--- src/rtl/tm1638_driver.sv ---
// tm1638_driver: serial bus engine between the segment/button sequencer and a
// TM1638 LED&KEY board. It takes single-digit writes and button reads over a
// READY/request handshake and bit-bangs the STB/CLK/DIO protocol, LSB first.
//
// Optional feature: define TM1638_LED_EN to add LEDS[7:0]. Each digit write is
// then followed by a second frame that sets the LED at the same index.
//
// Ports:
//   CLK_IN, RST_IN           clock; synchronous active-high reset
//   READY                    high only in IDLE, when requests are sampled
//   WRITE_SEG, READ_BUTTON   request strobes (a read wins if both are high)
//   SEG_INDEX, SEG_DATA      digit position and hex nibble, captured when IDLE is left
//   LEDS                     LED states (TM1638_LED_EN builds only)
//   BUTTONS, BUTTONS_VALID   key snapshot (bit i = key S(i+1)) and its one-cycle update pulse
//   TM_STB, TM_CLK           strobe (frame is active low) and serial clock (idles high)
//   TM_DIO_OUT, TM_DIO_OE    DIO drive value and enable; the tristate buffer is at top level
//   TM_DIO_IN                sampled DIO value
module tm1638_driver #(
    parameter int unsigned CLK_DIV    = 4,
    parameter logic [2:0]  BRIGHTNESS = 3'd7,
    parameter int unsigned READ_WAIT  = 8
) (
    input  logic       CLK_IN,
    input  logic       RST_IN,
    output logic       READY,
    input  logic       WRITE_SEG,
    input  logic       READ_BUTTON,
    input  logic [2:0] SEG_INDEX,
    input  logic [3:0] SEG_DATA,
`ifdef TM1638_LED_EN
    input  logic [7:0] LEDS,
`endif
    output logic [7:0] BUTTONS,
    output logic       BUTTONS_VALID,
    output logic       TM_STB,
    output logic       TM_CLK,
    output logic       TM_DIO_OUT,
    output logic       TM_DIO_OE,
    input  logic       TM_DIO_IN
);

    localparam int unsigned CNT_W = 16;
    localparam logic [CNT_W-1:0] DIV_LAST  = CNT_W'(CLK_DIV - 1);
    localparam logic [CNT_W-1:0] GAP_LAST  = CNT_W'(2 * CLK_DIV - 1);
    localparam logic [CNT_W-1:0] WAIT_LAST = CNT_W'(READ_WAIT - 1);

    typedef enum logic [2:0] {
        S_INIT, S_IDLE, S_W_CMD, S_W_DATA, S_R_CMD, S_R_WAIT, S_R_DATA, S_GAP
    } state_t;

    // Sub-phase of a frame state. PH_OFF is the single cycle before STB falls.
    // In PH_BIT, clk_q tells the low half from the high half of the bit.
    typedef enum logic [1:0] {PH_OFF, PH_START, PH_BIT, PH_TAIL} phase_t;

    state_t           state_q, state_d, ret_q, ret_d;
    phase_t           phase_q, phase_d;
    logic [CNT_W-1:0] cnt_q, cnt_d;
    logic [2:0]       bit_q, bit_d;
    logic [1:0]       byte_q, byte_d;
    logic [7:0]       acc_q, acc_d;
    logic [2:0]       idx_q, idx_d;
    logic [3:0]       nib_q, nib_d;
    logic             stb_q, stb_d, clk_q, clk_d, dio_q, dio_d, oe_q, oe_d;
    logic             ready_q, ready_d, valid_q, valid_d;
    logic [7:0]       buttons_q, buttons_d;
    logic [7:0]       cur_tx, nxt_tx;
    logic             cnt_hit, reading, last_byte;

`ifdef TM1638_LED_EN
    logic led_q, led_d, ledph_q, ledph_d;

    // LED value and "second frame in progress" flag for the LED write.
    always_ff @(posedge CLK_IN) begin
        if (RST_IN) begin
            led_q   <= 1'b0;
            ledph_q <= 1'b0;
        end else begin
            led_q   <= led_d;
            ledph_q <= ledph_d;
        end
    end
`else
    logic led_q, ledph_q;
    assign led_q   = 1'b0;
    assign ledph_q = 1'b0;
`endif

    // Hex nibble to {dp=0, gfedcba}.
    function automatic logic [7:0] seg_f(input logic [3:0] n);
        case (n)
            4'h0: seg_f = 8'h3F;  4'h1: seg_f = 8'h06;  4'h2: seg_f = 8'h5B;  4'h3: seg_f = 8'h4F;
            4'h4: seg_f = 8'h66;  4'h5: seg_f = 8'h6D;  4'h6: seg_f = 8'h7D;  4'h7: seg_f = 8'h07;
            4'h8: seg_f = 8'h7F;  4'h9: seg_f = 8'h6F;  4'hA: seg_f = 8'h77;  4'hB: seg_f = 8'h7C;
            4'hC: seg_f = 8'h39;  4'hD: seg_f = 8'h5E;  4'hE: seg_f = 8'h79;  default: seg_f = 8'h71;
        endcase
    endfunction

    // Byte to transmit. sel picks byte 1 of the two-byte data frame.
    // The LED frame uses the odd address next to the digit.
    function automatic logic [7:0] tx_f(input state_t s, input logic sel, input logic ledph,
                                        input logic [2:0] idx, input logic [3:0] nib,
                                        input logic led);
        logic [7:0] addr;
        addr = 8'hC0 + {4'd0, idx, ledph};
        case (s)
            S_INIT:   tx_f = 8'h88 | {5'd0, BRIGHTNESS};
            S_W_CMD:  tx_f = 8'h44;
            S_R_CMD:  tx_f = 8'h42;
            S_W_DATA: tx_f = !sel ? addr : (ledph ? {7'd0, led} : seg_f(nib));
            default:  tx_f = 8'hFF;
        endcase
    endfunction

    // State and output registers.
    always_ff @(posedge CLK_IN) begin
        if (RST_IN) begin
            state_q   <= S_INIT;
            ret_q     <= S_IDLE;
            phase_q   <= PH_OFF;
            cnt_q     <= '0;
            bit_q     <= '0;
            byte_q    <= '0;
            acc_q     <= '0;
            idx_q     <= '0;
            nib_q     <= '0;
            stb_q     <= 1'b1;
            clk_q     <= 1'b1;
            dio_q     <= 1'b1;
            oe_q      <= 1'b0;
            ready_q   <= 1'b0;
            valid_q   <= 1'b0;
            buttons_q <= '0;
        end else begin
            state_q   <= state_d;
            ret_q     <= ret_d;
            phase_q   <= phase_d;
            cnt_q     <= cnt_d;
            bit_q     <= bit_d;
            byte_q    <= byte_d;
            acc_q     <= acc_d;
            idx_q     <= idx_d;
            nib_q     <= nib_d;
            stb_q     <= stb_d;
            clk_q     <= clk_d;
            dio_q     <= dio_d;
            oe_q      <= oe_d;
            ready_q   <= ready_d;
            valid_q   <= valid_d;
            buttons_q <= buttons_d;
        end
    end

    // Next-state and next-output logic.
    always_comb begin
        state_d   = state_q;
        ret_d     = ret_q;
        phase_d   = phase_q;
        cnt_d     = cnt_q + CNT_W'(1);
        bit_d     = bit_q;
        byte_d    = byte_q;
        acc_d     = acc_q;
        idx_d     = idx_q;
        nib_d     = nib_q;
        stb_d     = stb_q;
        clk_d     = clk_q;
        dio_d     = dio_q;
        valid_d   = 1'b0;
        buttons_d = buttons_q;
`ifdef TM1638_LED_EN
        led_d     = led_q;
        ledph_d   = ledph_q;
`endif

        cnt_hit   = (cnt_q == DIV_LAST);
        reading   = (state_q == S_R_DATA);
        last_byte = reading ? (byte_q == 2'd3)
                  : (state_q == S_W_DATA) ? (byte_q == 2'd1) : (byte_q == 2'd0);
        cur_tx    = tx_f(state_q, byte_q[0], ledph_q, idx_q, nib_q, led_q);
        nxt_tx    = tx_f(state_q, 1'b1, ledph_q, idx_q, nib_q, led_q);

        case (state_q)
            S_IDLE: begin
                if (READ_BUTTON) begin
                    state_d = S_R_CMD;
                    phase_d = PH_OFF;
                end else if (WRITE_SEG) begin
                    state_d = S_W_CMD;
                    phase_d = PH_OFF;
                    idx_d   = SEG_INDEX;
                    nib_d   = SEG_DATA;
`ifdef TM1638_LED_EN
                    led_d   = LEDS[SEG_INDEX];
                    ledph_d = 1'b0;
`endif
                end
            end
            S_R_WAIT: begin
                if (cnt_q == WAIT_LAST) begin
                    state_d = S_R_DATA;
                    phase_d = PH_BIT;
                    clk_d   = 1'b0;
                    cnt_d   = '0;
                    bit_d   = '0;
                    byte_d  = '0;
                end
            end
            S_GAP: begin
                if (cnt_q == GAP_LAST) begin
                    state_d = ret_q;
                    phase_d = PH_OFF;
                    cnt_d   = '0;
                end
            end
            default: begin
                case (phase_q)
                    PH_OFF: begin
                        stb_d   = 1'b0;
                        phase_d = PH_START;
                        cnt_d   = '0;
                        bit_d   = '0;
                        byte_d  = '0;
                    end
                    PH_START: begin
                        if (cnt_hit) begin
                            phase_d = PH_BIT;
                            clk_d   = 1'b0;
                            cnt_d   = '0;
                            dio_d   = cur_tx[0];
                        end
                    end
                    PH_BIT: begin
                        if (cnt_hit) begin
                            cnt_d = '0;
                            if (!clk_q) begin
                                clk_d = 1'b1;
                            end else begin
                                // Only bits 0 and 4 of each read byte carry keys.
                                if (reading && bit_q == 3'd0) acc_d[{1'b0, byte_q}] = TM_DIO_IN;
                                if (reading && bit_q == 3'd4) acc_d[{1'b1, byte_q}] = TM_DIO_IN;
                                if (bit_q != 3'd7) begin
                                    bit_d = bit_q + 3'd1;
                                    clk_d = 1'b0;
                                    if (!reading) dio_d = cur_tx[bit_q + 3'd1];
                                end else if (!last_byte) begin
                                    bit_d  = '0;
                                    byte_d = byte_q + 2'd1;
                                    clk_d  = 1'b0;
                                    if (!reading) dio_d = nxt_tx[0];
                                end else if (state_q == S_R_CMD) begin
                                    // STB stays low into the read wait.
                                    state_d = S_R_WAIT;
                                end else begin
                                    phase_d = PH_TAIL;
                                end
                            end
                        end
                    end
                    default: begin
                        if (cnt_hit) begin
                            stb_d   = 1'b1;
                            cnt_d   = '0;
                            state_d = S_GAP;
                            phase_d = PH_OFF;
                            case (state_q)
                                S_W_CMD:  ret_d = S_W_DATA;
                                S_W_DATA: begin
`ifdef TM1638_LED_EN
                                    if (!ledph_q) begin
                                        ret_d   = S_W_DATA;
                                        ledph_d = 1'b1;
                                    end else begin
                                        ret_d = S_IDLE;
                                    end
`else
                                    ret_d = S_IDLE;
`endif
                                end
                                default:  ret_d = S_IDLE;
                            endcase
                            if (reading) begin
                                buttons_d = acc_q;
                                valid_d   = 1'b1;
                            end
                        end
                    end
                endcase
            end
        endcase

        oe_d    = !stb_d && (state_d == S_INIT || state_d == S_W_CMD ||
                             state_d == S_W_DATA || state_d == S_R_CMD);
        ready_d = (state_d == S_IDLE);
    end

    assign READY         = ready_q;
    assign BUTTONS       = buttons_q;
    assign BUTTONS_VALID = valid_q;
    assign TM_STB        = stb_q;
    assign TM_CLK        = clk_q;
    assign TM_DIO_OUT    = dio_q;
    assign TM_DIO_OE     = oe_q;

endmodule

--- config.mk ---
export PLATFORM = sky130hd
export DESIGN_NAME = tm1638_driver
export DESIGN_NICKNAME = d
export VERILOG_FILES = /design/src/rtl/tm1638_driver.sv
export SDC_FILE = /design/constraint.sdc
export NUM_CORES = 1
export LEC_CHECK = 0
export CORE_AREA = 3 3 108 110
export CTS_CLUSTER_SIZE = 40
export DETAILED_ROUTE_END_ITERATION = 7
export DIE_AREA = 0 0 111 113
export SLEW_MARGIN = 20
export SYNTH_ARGS = -nofsm -noshare
export SYNTH_HDL_FRONTEND = slang
export SYNTH_SLANG_ARGS = --single-unit
export TNS_END_PERCENT = 30
--- constraint.sdc ---
create_clock -name CLK_IN -period 2.7 [get_ports CLK_IN]
set_input_delay 0.54 -clock CLK_IN [delete_from_list [all_inputs] [get_ports CLK_IN]]
set_output_delay 0.54 -clock CLK_IN [all_outputs]
set_load 0.01 [all_outputs]
**Run 1: placement density heat map**

The bar under the picture is 20 um long. The die is cut into 11 by 11 equal tiles; black is low, pale yellow is high, 0 to 100% covered.
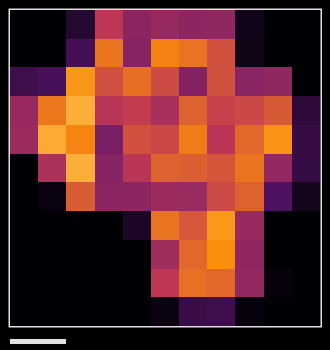
5.8% of the tiles are over 75% full. The emptiest ninth of the die: bottom left. The fullest tile reaches 83%. 31% of the tiles are nearly empty. The mean over all tiles is 32%.

**Run 1: routing congestion**

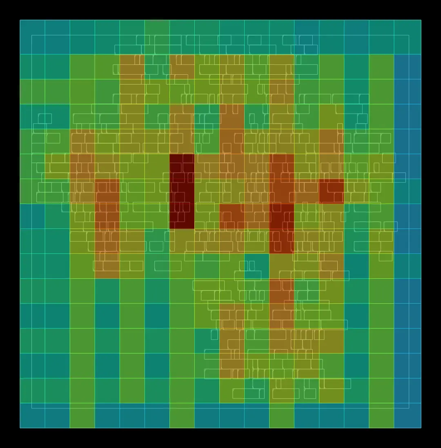
met2 layer usage reported by global route: 0.2075
Total Routing Usage GR: 0.1286

==> flow_summary.html, run 1 <==
<!-- implementation run metrics -->
<table>
<tr><th>Metric</th><th>Value</th></tr>
<tr><th colspan="2">Final layout</th></tr>
<tr><td>Filler Cell Count</td><td>1,083</td></tr>
<tr><td>Data-path buffer share of cell area in the final layout</td><td>0.08401</td></tr>
<tr><td>Register cell area after layout</td><td>1261 um2</td></tr>
<tr><td>Most frequently placed logic cell in the final layout</td><td>sky130_fd_sc_hd__dfxtp_1</td></tr>
<tr><td>Number of clock buffer instances in the layout</td><td>13</td></tr>
<tr><td># diodes</td><td>0</td></tr>
<tr><td>Count of non-filler cells in the finished layout</td><td>approximately 570</td></tr>
<tr><th colspan="2">Final timing</th></tr>
<tr><td>Final Worst Setup Slack</td><td>0.2524 ns</td></tr>
<tr><th colspan="2">Floorplan</th></tr>
<tr><td>Placeable core region</td><td>10,790 um2</td></tr>
<tr><td>Y dimension of the die</td><td>~110 um</td></tr>
<tr><th colspan="2">Placement</th></tr>
<tr><td>Final weighted congestion in routability-driven placement</td><td>~0.86</td></tr>
<tr><th colspan="2">Synthesis</th></tr>
<tr><td>Cell types occupying the most area after synthesis</td><td>sky130_fd_sc_hd__dfxtp_1, sky130_fd_sc_hd__mux2i_1, sky130_fd_sc_hd__ha_1</td></tr>
<tr><td>Yosys cell count</td><td>402</td></tr>
<tr><td>Top FF cell, synth</td><td>sky130_fd_sc_hd__dfxtp_1</td></tr>
<tr><th colspan="2">Clock tree</th></tr>
<tr><td>Resize count post-CTS</td><td>0</td></tr>
<tr><td>TritonCTS clock tree</td><td>built</td></tr>
<tr><td>Total clock sinks</td><td>63</td></tr>
<tr><th colspan="2">Critical path</th></tr>
<tr><td>Type of element launching the critical path</td><td>primary input</td></tr>
<tr><td>Kind of end point of the critical path</td><td>flip-flop</td></tr>
<tr><td>Arrival time reported for the critical path endpoint</td><td>approximately 2.7 ns</td></tr>
<tr><th colspan="2">GRT</th></tr>
<tr><td>Remaining Overflow, GRT</td><td>0</td></tr>
<tr><th colspan="2">Power</th></tr>
<tr><td>Flop pwr share</td><td>0.450</td></tr>
<tr><td>Power drawn by the clock network</td><td>0.000705 W</td></tr>
<tr><th colspan="2">Status</th></tr>
<tr><td>Result of the run</td><td>completed</td></tr>
</table>
**Run 1: PDN straps and rails**

The bar under the picture is 20 um long. Pins as bars on the die edge.
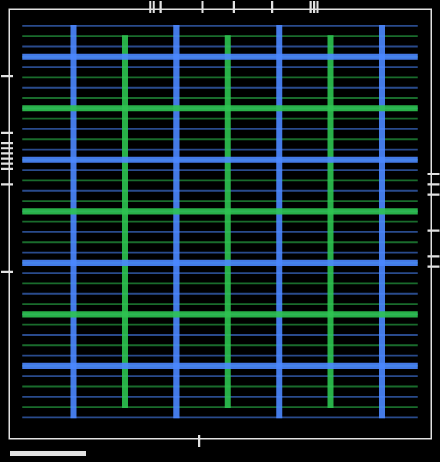
Green is VDD. Blue is VSS.
26 signal pins sit on the boundary. 7 straps on met4. 39 met1 rails follow the rows. 7 straps on met5.

run 1: metal layers:
| layer | track usage | part of all wire | vias to the layer above |
|---|---|---|---|
| met5 | 0 | 0 | - |
| met4 | 0.05255 | 0.017 | 0 |
| met3 | 0.03690 | 0.046 | 12 |
| met2 | 0.2075 | 0.46 | 65 |
| met1 | 0.1622 | 0.47 | 1375 |
| li1 | - | - | 1475 |
run 1: cells by family (layout without fill, tap and decap cells):
kind of cell	after synthesis	after routing	synth area share
adders and majority gates	19	19	0.06683
AOI/OAI and AO/OA	61	61	0.1266
muxes	35	35	0.1045
buffers and inverters	41	69	0.04713
DFF	63	63	0.3546
xor gates and xnor gates	16	16	0.03939
and+or+nand+nor	167	167	0.2610
==> run 2: changes to the inputs <==
--- a/config.mk
+++ b/config.mk
@@ -5,10 +5,10 @@
 export SDC_FILE = /design/constraint.sdc
 export NUM_CORES = 1
 export LEC_CHECK = 0
-export CORE_AREA = 3 3 108 110
-export CTS_CLUSTER_SIZE = 40
+export CORE_AREA = 2 2 107 109
+export CTS_CLUSTER_SIZE = 16
 export DETAILED_ROUTE_END_ITERATION = 7
-export DIE_AREA = 0 0 111 113
+export DIE_AREA = 0 0 109 111
 export SLEW_MARGIN = 20
 export SYNTH_ARGS = -nofsm -noshare
 export SYNTH_HDL_FRONTEND = slang
==> run 2 against run 1 <==
Net effect:
- global-route usage increased by 0.93 points
- cell area increased by 4.3%
- first-iteration DRC count increased by 78%
- routed wire length decreased by 0.22%
- highest routed layer unchanged
- total power increased by 23%
- synthesized area unchanged
==> flow_summary.html, run 2 <==
<!-- implementation run metrics -->
<table>
<tr><th>Metric</th><th>Value</th></tr>
<tr><th colspan="2">Status</th></tr>
<tr><td>Result of the run</td><td>completed</td></tr>
<tr><th colspan="2">Final layout</th></tr>
<tr><td>Register cell area after layout</td><td>1261 um2</td></tr>
<tr><td>Filler Cell Count</td><td>1,119</td></tr>
<tr><td>Most frequently placed logic cell in the final layout</td><td>sky130_fd_sc_hd__dfxtp_1</td></tr>
<tr><td>Number of clock buffer instances in the layout</td><td>9</td></tr>
<tr><td># diodes</td><td>0</td></tr>
<tr><td>Data-path buffer share of cell area in the final layout</td><td>0.08403</td></tr>
<tr><th colspan="2">Detailed routing</th></tr>
<tr><td>Total length of routed met2 wires</td><td>between 3000 and 4000 um</td></tr>
<tr><td>Metal3 WL</td><td>469 um</td></tr>
<tr><td>Wire length the detailed router placed on met1</td><td>3520 um</td></tr>
<tr><th colspan="2">Clock tree</th></tr>
<tr><td>Resize count post-CTS</td><td>0</td></tr>
<tr><td>CTS Buf Count</td><td>9</td></tr>
<tr><td>Total clock sinks</td><td>approximately 63</td></tr>
<tr><td>TritonCTS clock tree</td><td>built</td></tr>
<tr><th colspan="2">Critical path</th></tr>
<tr><td>Type of element launching the critical path</td><td>primary input</td></tr>
<tr><td>Arrival time reported for the critical path endpoint</td><td>about 2.7 ns</td></tr>
<tr><th colspan="2">Synthesis</th></tr>
<tr><td>Main logic family after synthesis</td><td>simple AND/OR/NAND/NOR gates</td></tr>
<tr><td>Post-synthesis compound-gate area fraction</td><td>0.1266</td></tr>
<tr><td>Top FF cell, synth</td><td>sky130_fd_sc_hd__dfxtp_1</td></tr>
<tr><td>Xor and xnor area share after synthesis</td><td>0.03940</td></tr>
<tr><td>Fraction of synthesized area in multiplexers</td><td>0.1045</td></tr>
<tr><td>Adder and majority gate portion of the synthesized area</td><td>0.06683</td></tr>
<tr><td>Area fraction in and, or, nand and nor cells after synthesis</td><td>0.2610</td></tr>
<tr><th colspan="2">Power</th></tr>
<tr><td>Flop pwr share</td><td>0.366</td></tr>
<tr><td>Power drawn by the clock network</td><td>0.00123 W</td></tr>
<tr><th colspan="2">Floorplan</th></tr>
<tr><td>Placeable core region</td><td>11,080 um2</td></tr>
<tr><td>Y dimension of the die</td><td>111 um</td></tr>
<tr><th colspan="2">Placement</th></tr>
<tr><td>Final weighted congestion in routability-driven placement</td><td>0.8896</td></tr>
<tr><th colspan="2">GRT</th></tr>
<tr><td>Remaining Overflow, GRT</td><td>0</td></tr>
<tr><td>Met2 layer usage reported by global route</td><td>0.2224</td></tr>
<tr><td>Total Routing Usage GR</td><td>0.1379</td></tr>
<tr><td>Most Crowded Layer GR</td><td>met2</td></tr>
<tr><td>M3 GR Usage</td><td>0.03351</td></tr>
</table>
-- run 2: cell counts after synthesis --
Identical to the previous run, type by type.
-- run 2: through the flow --
stage / instance area (um2) / TNS, ns / cells / setup slack (ns) / hold slack [ns]
floorplan: 3557 / 0 / 402 / 0.5121 / 0.4379
global placement: 3995 / 0 / 561 / 0.005499 / 0.4598
detailed placement: 3995 / -0.1038 / 561 / -0.08298 / 0.4704
CTS: 4318 / 0 / 577 / 0.2407 / 0.4812
global route: 4318 / 0 / 577 / 0.08841 / 0.5036
finish: 4318 / 0 / 577 / 0.2595 / 0.4782
-- run 2: tightest hold or removal path, cell delays in order (launching register included) --
cell	delay, ns
sky130_fd_sc_hd__dfxtp_1	0.31
sky130_fd_sc_hd__nand2b_1	0.06
sky130_fd_sc_hd__mux2i_1	0.06
**Run 2: port wiring**

The bar under the picture is 20 um long.
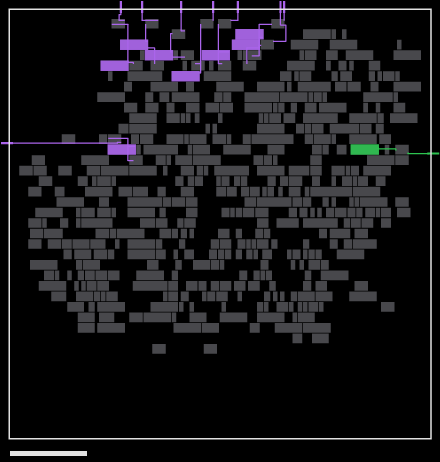
Purple is `BUTTONS`, direction output, edge 7 top, 1 left, end cells 8, buffers 8, wire 168 um. Green is `READY`, direction output, edge right, end cells 1, buffers 1, wire 10.8 um.

**Run 2: placed cells, one color a class**

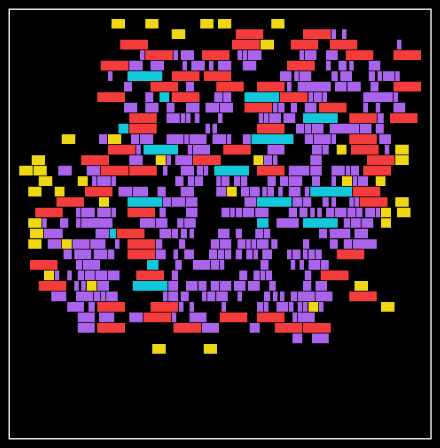
Purple is remaining logic cells, cells 315, share of their area 53%. Cyan is clock drivers and dummy loads, cells 16, share of their area 7.8%. Yellow is remaining buffers and delay cells, cells 40, share of their area 8.8%. Red is sequential cells, cells 63, share of their area 30%.

**Run 2: placement density heat map**

The bar under the picture is 20 um long. The die is cut into 11 by 11 equal tiles; black is low, pale yellow is high, 0 to 100% covered.
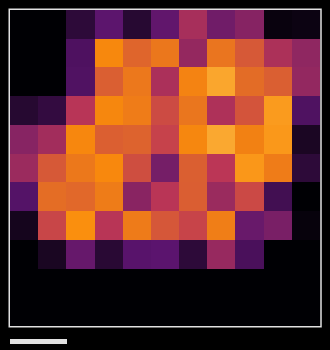
The fullest tile reaches 81%. 5.0% of the tiles are over 75% full. The mean over all tiles is 34%. 27% of the tiles are nearly empty. The densest ninth of the die: middle. The emptiest ninth of the die: bottom right.

==> run 3: changes to the inputs <==
--- a/config.mk
+++ b/config.mk
@@ -5,8 +5,8 @@
 export SDC_FILE = /design/constraint.sdc
 export NUM_CORES = 1
 export LEC_CHECK = 0
+export CAP_MARGIN = 20
 export CORE_AREA = 2 2 107 109
-export CTS_CLUSTER_SIZE = 16
 export DETAILED_ROUTE_END_ITERATION = 7
 export DIE_AREA = 0 0 109 111
 export SLEW_MARGIN = 20
==> constraint.sdc (replaced) <==
create_clock -name CLK_IN -period 2.7 [get_ports CLK_IN]
set_input_delay 0.54 -clock CLK_IN [delete_from_list [all_inputs] [get_ports CLK_IN]]
set_output_delay 0.54 -clock CLK_IN [all_outputs]
set_load 0.05 [all_outputs]
==> run 3 against run 2 <==
Net effect:
- cell area unchanged
- combinational power up 8.5%
- sequential cell count unchanged
==> flow_summary.html, run 3 <==
<!-- implementation run metrics -->
<table>
<tr><th>Metric</th><th>Value</th></tr>
<tr><th colspan="2">Status</th></tr>
<tr><td>Result of the run</td><td>completed</td></tr>
<tr><th colspan="2">Synthesis</th></tr>
<tr><td>Cell types occupying the most area after synthesis</td><td>sky130_fd_sc_hd__dfxtp_1, sky130_fd_sc_hd__mux2i_1, sky130_fd_sc_hd__ha_1</td></tr>
<tr><td>Yosys cell count</td><td>402</td></tr>
<tr><td>Fraction of synthesized area in multiplexers</td><td>0.1045</td></tr>
<tr><td>Top FF cell, synth</td><td>sky130_fd_sc_hd__dfxtp_1</td></tr>
<tr><td>Area fraction in and, or, nand and nor cells after synthesis</td><td>0.2610</td></tr>
<tr><td>Main logic family after synthesis</td><td>simple AND/OR/NAND/NOR gates</td></tr>
<tr><td>Post-synthesis compound-gate area fraction</td><td>0.1266</td></tr>
<tr><td>List of most frequent post-synthesis cells</td><td>sky130_fd_sc_hd__dfxtp_1, sky130_fd_sc_hd__nor2_1, sky130_fd_sc_hd__mux2i_1</td></tr>
<tr><td>Xor and xnor area share after synthesis</td><td>0.03940</td></tr>
<tr><th colspan="2">GRT</th></tr>
<tr><td>Routing usage on met1</td><td>0.1801</td></tr>
<tr><td>Most Crowded Layer GR</td><td>met2</td></tr>
<tr><td>Remaining Overflow, GRT</td><td>0</td></tr>
<tr><td>Total Routing Usage GR</td><td>0.1379</td></tr>
<tr><td>First-pass GRT wire length</td><td>~13,000 um</td></tr>
<tr><th colspan="2">Final layout</th></tr>
<tr><td>Core Util, Final</td><td>0.3898</td></tr>
<tr><td>Data-path buffer share of cell area in the final layout</td><td>0.08403</td></tr>
<tr><td>Register cell area after layout</td><td>1261 um2</td></tr>
<tr><td>Most frequently placed logic cell in the final layout</td><td>sky130_fd_sc_hd__dfxtp_1</td></tr>
<tr><td>Number of clock buffer instances in the layout</td><td>9</td></tr>
<tr><td>Filler Cell Count</td><td>1,119</td></tr>
<tr><td># diodes</td><td>0</td></tr>
<tr><th colspan="2">Clock tree</th></tr>
<tr><td>Resize count post-CTS</td><td>0</td></tr>
<tr><td>TritonCTS clock tree</td><td>built</td></tr>
<tr><td>Clk slew on worst S/H paths</td><td>0.05 ns</td></tr>
<tr><td>Insertion delay at the late pin of the worst-skew pair</td><td>0.33 ns</td></tr>
<tr><td>CTS Buf Count</td><td>9</td></tr>
<tr><td>Total clock sinks</td><td>between 60 and 70</td></tr>
<tr><th colspan="2">Floorplan</th></tr>
<tr><td>Y dimension of the die</td><td>111 um</td></tr>
<tr><td>Total die size</td><td>approximately 12,000 um2</td></tr>
<tr><td>Placeable core region</td><td>~11,000 um2</td></tr>
<tr><td>FP Core Util</td><td>0.3211</td></tr>
<tr><th colspan="2">Power</th></tr>
<tr><td>Leak Pwr</td><td>approximately 1.7 nW</td></tr>
<tr><td>Power drawn by the clock network</td><td>roughly 0.0012 W</td></tr>
<tr><td>Flop pwr share</td><td>0.360</td></tr>
<tr><th colspan="2">Critical path</th></tr>
<tr><td>Arrival time reported for the critical path endpoint</td><td>2.71 ns</td></tr>
<tr><td>Kind of end point of the critical path</td><td>flip-flop</td></tr>
<tr><td>Type of element launching the critical path</td><td>primary input</td></tr>
<tr><td>Number of cells on the worst reg-to-reg path</td><td>7</td></tr>
<tr><td>Biggest fanout along the worst timing path</td><td>5</td></tr>
<tr><th colspan="2">Min path</th></tr>
<tr><td>Source of the worst hold timing path</td><td>acc_q[1]</td></tr>
<tr><th colspan="2">Placement</th></tr>
<tr><td>Pre-CTS setup slack</td><td>-0.08298 ns</td></tr>
<tr><td>Final weighted congestion in routability-driven placement</td><td>0.8896</td></tr>
<tr><th colspan="2">Detailed routing</th></tr>
<tr><td>DRC</td><td>0</td></tr>
<tr><td>Detailed-route wire length</td><td>slightly below 8000 um</td></tr>
<tr><th colspan="2">Final timing</th></tr>
<tr><td>Final sum of negative setup slack</td><td>0 ns</td></tr>
<tr><td>Final Worst Setup Slack</td><td>0.2595 ns</td></tr>
</table>
run 3: cell counts after synthesis:
No cell type changed its count.
run 3: tightest hold or removal path: stages, from the launching register on:
cell,delay (ns)
sky130_fd_sc_hd__dfxtp_1,0.31
sky130_fd_sc_hd__nand2b_1,0.06
sky130_fd_sc_hd__mux2i_1,0.06
run 3: per-stage QoR:
step	area [um2]	power, W	std cells	hold slack, ns
finish	4318	0.002857	577	0.4782
floorplan	3557	0.001477	402	0.4379
detailed placement	3995	0.001643	561	0.4704
global route	4318	0.003004	577	0.5036
CTS	4318	0.002888	577	0.4812
global placement	3995	0.001634	561	0.4598
run 3: metal layers:
metal  part of all wire  vias to the layer above
li1                   -                     1493
met1               0.45                     1359
met2               0.48                       59
met3              0.060                        9
met4             0.0081                        0
met5                  0                        -
**Run 3: placed cells, one color a class**

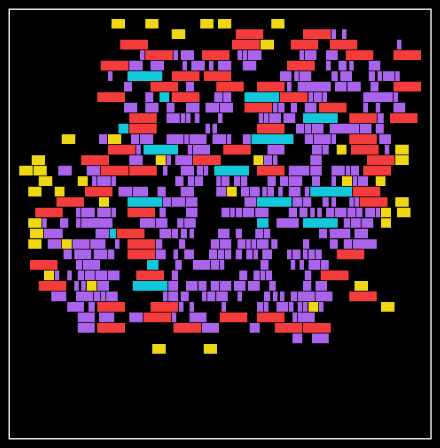
Cyan is clock drivers and dummy loads, cells 16, share of their area 7.8%. Red is sequential cells, cells 63, share of their area 30%. Yellow is remaining buffers and delay cells, cells 40, share of their area 8.8%. Purple is remaining logic cells, cells 315, share of their area 53%.

**Run 3: placement density heat map**

The bar under the picture is 20 um long. The die is cut into 11 by 11 equal tiles; black is low, pale yellow is high, 0 to 100% covered.
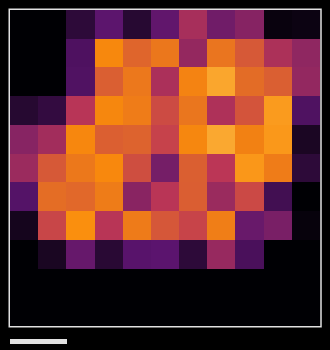
The mean over all tiles is 34%. The fullest tile reaches 81%. The densest ninth of the die: middle. 5.0% of the tiles are over 75% full. 27% of the tiles are nearly empty. The emptiest ninth of the die: bottom right.

**Run 3: routing congestion**

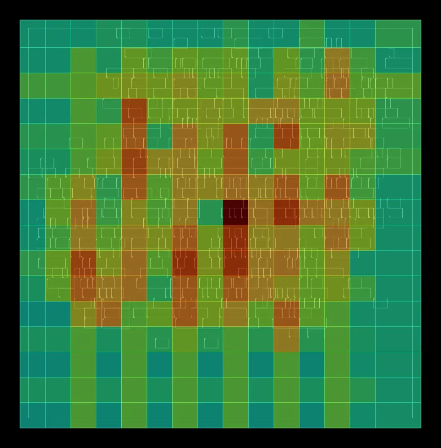
met2 layer usage reported by global route: 0.2224
M3 GR Usage: 0.03351
DR WL/cell: 13.55 um

Power and IR drop assume default switching activity.
